`config.mk`:
```
export PLATFORM = sky130hd
export DESIGN_NAME = pwm_multi
export DESIGN_NICKNAME = d
export VERILOG_FILES = /design/src/rtl/pwm_pkg.sv /design/src/rtl/pwm_channel.sv /design/src/rtl/pwm_multi.sv
export SDC_FILE = /design/constraint.sdc
export NUM_CORES = 1
export LEC_CHECK = 0
export ABC_AREA = 0
export CAP_MARGIN = 20
export CELL_PAD_IN_SITES_DETAIL_PLACEMENT = 1
export CELL_PAD_IN_SITES_GLOBAL_PLACEMENT = 1
export CORE_ASPECT_RATIO = 1.75
export CORE_MARGIN = 1.5
export CORE_UTILIZATION = 25
export DETAILED_ROUTE_END_ITERATION = 8
export GPL_TIMING_DRIVEN = 1
export PLACE_DENSITY = 0.55
export SYNTH_ARGS = -nofsm -noshare
export SYNTH_HDL_FRONTEND = slang
export SYNTH_SLANG_ARGS = --single-unit
```
`constraint.sdc`:
```
create_clock -name clk -period 7.2 [get_ports clk]
set_clock_uncertainty 0.05 [all_clocks]
set_input_delay 1.44 -clock clk [delete_from_list [all_inputs] [get_ports clk]]
set_output_delay 1.44 -clock clk [all_outputs]
set_load 0.05 [all_outputs]
```
`src/rtl/pwm_pkg.sv`:
```
// Shared constants for the multi-channel PWM: config register map, mode encodings
// and counter direction.
package pwm_pkg;

    localparam int unsigned ADDR_PERIOD    = 0;
    localparam int unsigned ADDR_MODE      = 1;
    localparam int unsigned ADDR_DUTY_BASE = 2;

    localparam logic MODE_EDGE   = 1'b0;
    localparam logic MODE_CENTER = 1'b1;

    typedef enum logic {
        DirUp   = 1'b0,
        DirDown = 1'b1
    } dir_e;

endpackage

```
`src/rtl/pwm_channel.sv`:
```
// One PWM channel: shadow/active duty pair and the registered comparator against the
// shared period counter.
module pwm_channel
    import pwm_pkg::*;
#(
    parameter int unsigned CNT_W = 16
) (
    input  logic             clk_i,
    input  logic             rst_i,
    input  logic             en_i,
    input  logic             wr_i,
    input  logic [CNT_W-1:0] wr_data_i,
    input  logic             load_imm_i,
    input  logic             load_bnd_i,
    input  logic [CNT_W-1:0] cnt_i,
    output logic             pwm_o
);

    logic [CNT_W-1:0] duty_sh_q, duty_sh_d;
    logic [CNT_W-1:0] duty_act_q, duty_act_d;
    logic             pwm_q, pwm_d;

    always_comb begin
        duty_sh_d  = wr_i ? wr_data_i : duty_sh_q;
        duty_act_d = duty_act_q;
        // While idle the active copy follows the write in flight; at a boundary it
        // takes the already-settled shadow so a coincident write waits a period.
        if (load_imm_i) begin
            duty_act_d = duty_sh_d;
        end else if (load_bnd_i) begin
            duty_act_d = duty_sh_q;
        end
        pwm_d = en_i && (cnt_i < duty_act_q);
    end

    always_ff @(posedge clk_i or posedge rst_i) begin
        if (rst_i) begin
            duty_sh_q  <= '0;
            duty_act_q <= '0;
            pwm_q      <= 1'b0;
        end else begin
            duty_sh_q  <= duty_sh_d;
            duty_act_q <= duty_act_d;
            pwm_q      <= pwm_d;
        end
    end

    assign pwm_o = pwm_q;

endmodule

```
`src/rtl/pwm_multi.sv`:
```
// Multi-channel PWM with a shared edge/center-aligned period counter and
// shadowed configuration that is committed only at period boundaries.
module pwm_multi
    import pwm_pkg::*;
#(
    parameter int unsigned CHANNELS       = 4,
    parameter int unsigned CNT_W          = 16,
    parameter int unsigned DEFAULT_PERIOD = 100,
    parameter int unsigned ADDR_W         = $clog2(CHANNELS + 2)
) (
    input  logic                clk,
    input  logic                rst,
    input  logic                en,
    input  logic                cfg_we,
    input  logic [ADDR_W-1:0]   cfg_addr,
    input  logic [CNT_W-1:0]    cfg_data,
    output logic [CHANNELS-1:0] pwm_out,
    output logic                period_start
);

    logic [CNT_W-1:0] cnt_q, cnt_d;
    dir_e             dir_q, dir_d;
    logic [CNT_W-1:0] period_sh_q, period_sh_d;
    logic [CNT_W-1:0] period_act_q, period_act_d;
    logic             mode_sh_q, mode_sh_d;
    logic             mode_act_q, mode_act_d;
    logic             period_start_q, period_start_d;

    logic [CNT_W-1:0] cnt_max;
    logic             wr_period, wr_mode;
    logic             load_imm, load_bnd;
    logic             boundary_now;

    assign wr_period = cfg_we && (cfg_addr == ADDR_W'(ADDR_PERIOD));
    assign wr_mode   = cfg_we && (cfg_addr == ADDR_W'(ADDR_MODE));

    // A programmed period of 0 behaves as 1.
    assign cnt_max = (period_act_q == '0) ? '0 : period_act_q - CNT_W'(1);

    assign boundary_now = (cnt_q == '0) && ((mode_act_q == MODE_EDGE) || (dir_q == DirUp));

    always_comb begin
        cnt_d = cnt_q;
        dir_d = dir_q;
        if (!en) begin
            cnt_d = '0;
            dir_d = DirUp;
        end else if (mode_act_q == MODE_EDGE) begin
            cnt_d = (cnt_q >= cnt_max) ? '0 : cnt_q + CNT_W'(1);
            dir_d = DirUp;
        end else if (dir_q == DirUp) begin
            if (cnt_q >= cnt_max) begin
                dir_d = DirDown;
            end else begin
                cnt_d = cnt_q + CNT_W'(1);
            end
        end else begin
            if (cnt_q == '0) begin
                dir_d = DirUp;
            end else begin
                cnt_d = cnt_q - CNT_W'(1);
            end
        end

        load_imm = !en;
        load_bnd = en && (cnt_d == '0) && ((mode_act_q == MODE_EDGE) || (dir_d == DirUp));
        if (load_bnd) begin
            dir_d = DirUp;
        end

        period_sh_d  = wr_period ? cfg_data : period_sh_q;
        mode_sh_d    = wr_mode ? cfg_data[0] : mode_sh_q;
        period_act_d = period_act_q;
        mode_act_d   = mode_act_q;
        if (load_imm) begin
            period_act_d = period_sh_d;
            mode_act_d   = mode_sh_d;
        end else if (load_bnd) begin
            period_act_d = period_sh_q;
            mode_act_d   = mode_sh_q;
        end

        period_start_d = en && boundary_now;
    end

    always_ff @(posedge clk or posedge rst) begin
        if (rst) begin
            cnt_q          <= '0;
            dir_q          <= DirUp;
            period_sh_q    <= CNT_W'(DEFAULT_PERIOD);
            period_act_q   <= CNT_W'(DEFAULT_PERIOD);
            mode_sh_q      <= MODE_EDGE;
            mode_act_q     <= MODE_EDGE;
            period_start_q <= 1'b0;
        end else begin
            cnt_q          <= cnt_d;
            dir_q          <= dir_d;
            period_sh_q    <= period_sh_d;
            period_act_q   <= period_act_d;
            mode_sh_q      <= mode_sh_d;
            mode_act_q     <= mode_act_d;
            period_start_q <= period_start_d;
        end
    end

    assign period_start = period_start_q;

    for (genvar gi = 0; gi < CHANNELS; gi++) begin : g_ch
        localparam logic [ADDR_W-1:0] ChAddr = ADDR_W'(ADDR_DUTY_BASE + gi);

        pwm_channel #(
            .CNT_W(CNT_W)
        ) u_ch (
            .clk_i     (clk),
            .rst_i     (rst),
            .en_i      (en),
            .wr_i      (cfg_we && (cfg_addr == ChAddr)),
            .wr_data_i (cfg_data),
            .load_imm_i(load_imm),
            .load_bnd_i(load_bnd),
            .cnt_i     (cnt_q),
            .pwm_o     (pwm_out[gi])
        );
    end

endmodule

```
==> impl.org <==
#+TITLE: Physical design notes

** Run status
- The run finished with clean final reports.

** Route
- Detail Route met2 WL :: 17.29 mm
- Post-detailed-route via-to-cell ratio :: 4.772
- Top routing layer in use :: met4

** Cells and area
- Largest contributor to cell area by class :: logic gates
- Antenna Diode Count :: 0
- Leaving out fill and tap cells, the most frequent cell in the layout is sky130_fd_sc_hd__dfrtp_1.
- Tally of filler cells in the layout :: 4951
- In the final layout, the share of cells above drive strength 1 is 0.1259.

** Final timing
- Setup repair after global routing missed its margin :: no
- Number of failing hold endpoints at the final stage :: 0
- Highest clock frequency the design can meet :: 170.5 MHz
- Subtracting the final worst setup slack from the clock period gives 5.865 ns.
- Worst max-slew margin expressed relative to the limit :: 0.3795

** Worst setup path
- Critical path startpoint :: period_act_q[11]
- Startpoint type of the worst setup path :: register
- Element type at the critical path end :: register
- R2R cell count :: 19

** Yosys
- The gate-level netlist out of Yosys references 70 unique cell types.
- Summing every instance area after synthesis gives 10980 sq um.
- Synthesis inferred 184 register bits.
- Synth Area in Simple Gates :: 0.1452

** Global routing
- Met1 Usage GRT :: 0.1533

** Die
- The floorplan step defined a core boundary enclosing 43350 sq um.
- Number of tap instances :: 566

** Clocking
- TritonCTS built the clock tree.
- Clock H-tree levels :: 4
- Maximum count of clock buffers along a single path :: 2
- PostCTS Resize Cnt :: 0
- The number of hold buffers added after CTS was 0.

** Power and ir drop
- Power dissipated in sequential cells :: 1.45 mW

** Placed design
- GPL Wtd Cong :: 0.7990
- Quantity of I/O buffers inserted on ports :: 27
-- per-stage QoR --
step                      setup slack, ns  cells  total power [mW]
after floorplan                    0.7196   1104             2.460
after global placement              1.392   1654             2.660
after detailed placement            1.270   1654             2.708
after CTS                           1.214   1686             3.723
after global routing               0.8308   1686             3.912
final                               1.335   1686             3.654
-- flip-flops by register name (all words and copies together), names as in the netlist --
name and flops:
mode_act_q 1, g_ch.u_ch.duty_sh_q 64, mode_sh_q 1, period_start 1, dir_q 1, g_ch.u_ch.pwm_o 4
cnt_q 16, g_ch.u_ch.duty_act_q 64, period_sh_q 16, period_act_q 16
**Gate-type map**

The bar under the picture is 50 microns long.
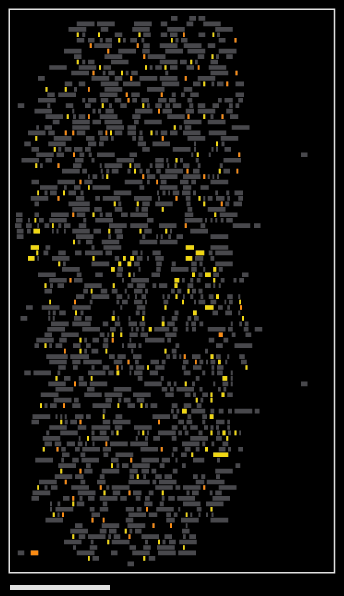
legend:
  orange:
    family: inv cells
    cells: 70
  yellow:
    family: nor cells
    cells: 143

**Routed metal, one colour a layer**

The bar under the picture is 50 microns long.
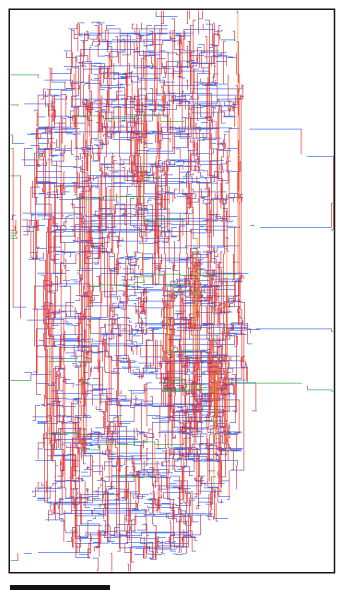
legend:
  red:
    layer: M2
    wire_length: 17300 microns
  blue:
    layer: M1
    wire_length: 12200 microns
  orange:
    layer: M4
    wire_length: 889 microns
  green:
    layer: M3
    wire_length: 561 microns

Power and IR drop assume default switching activity.
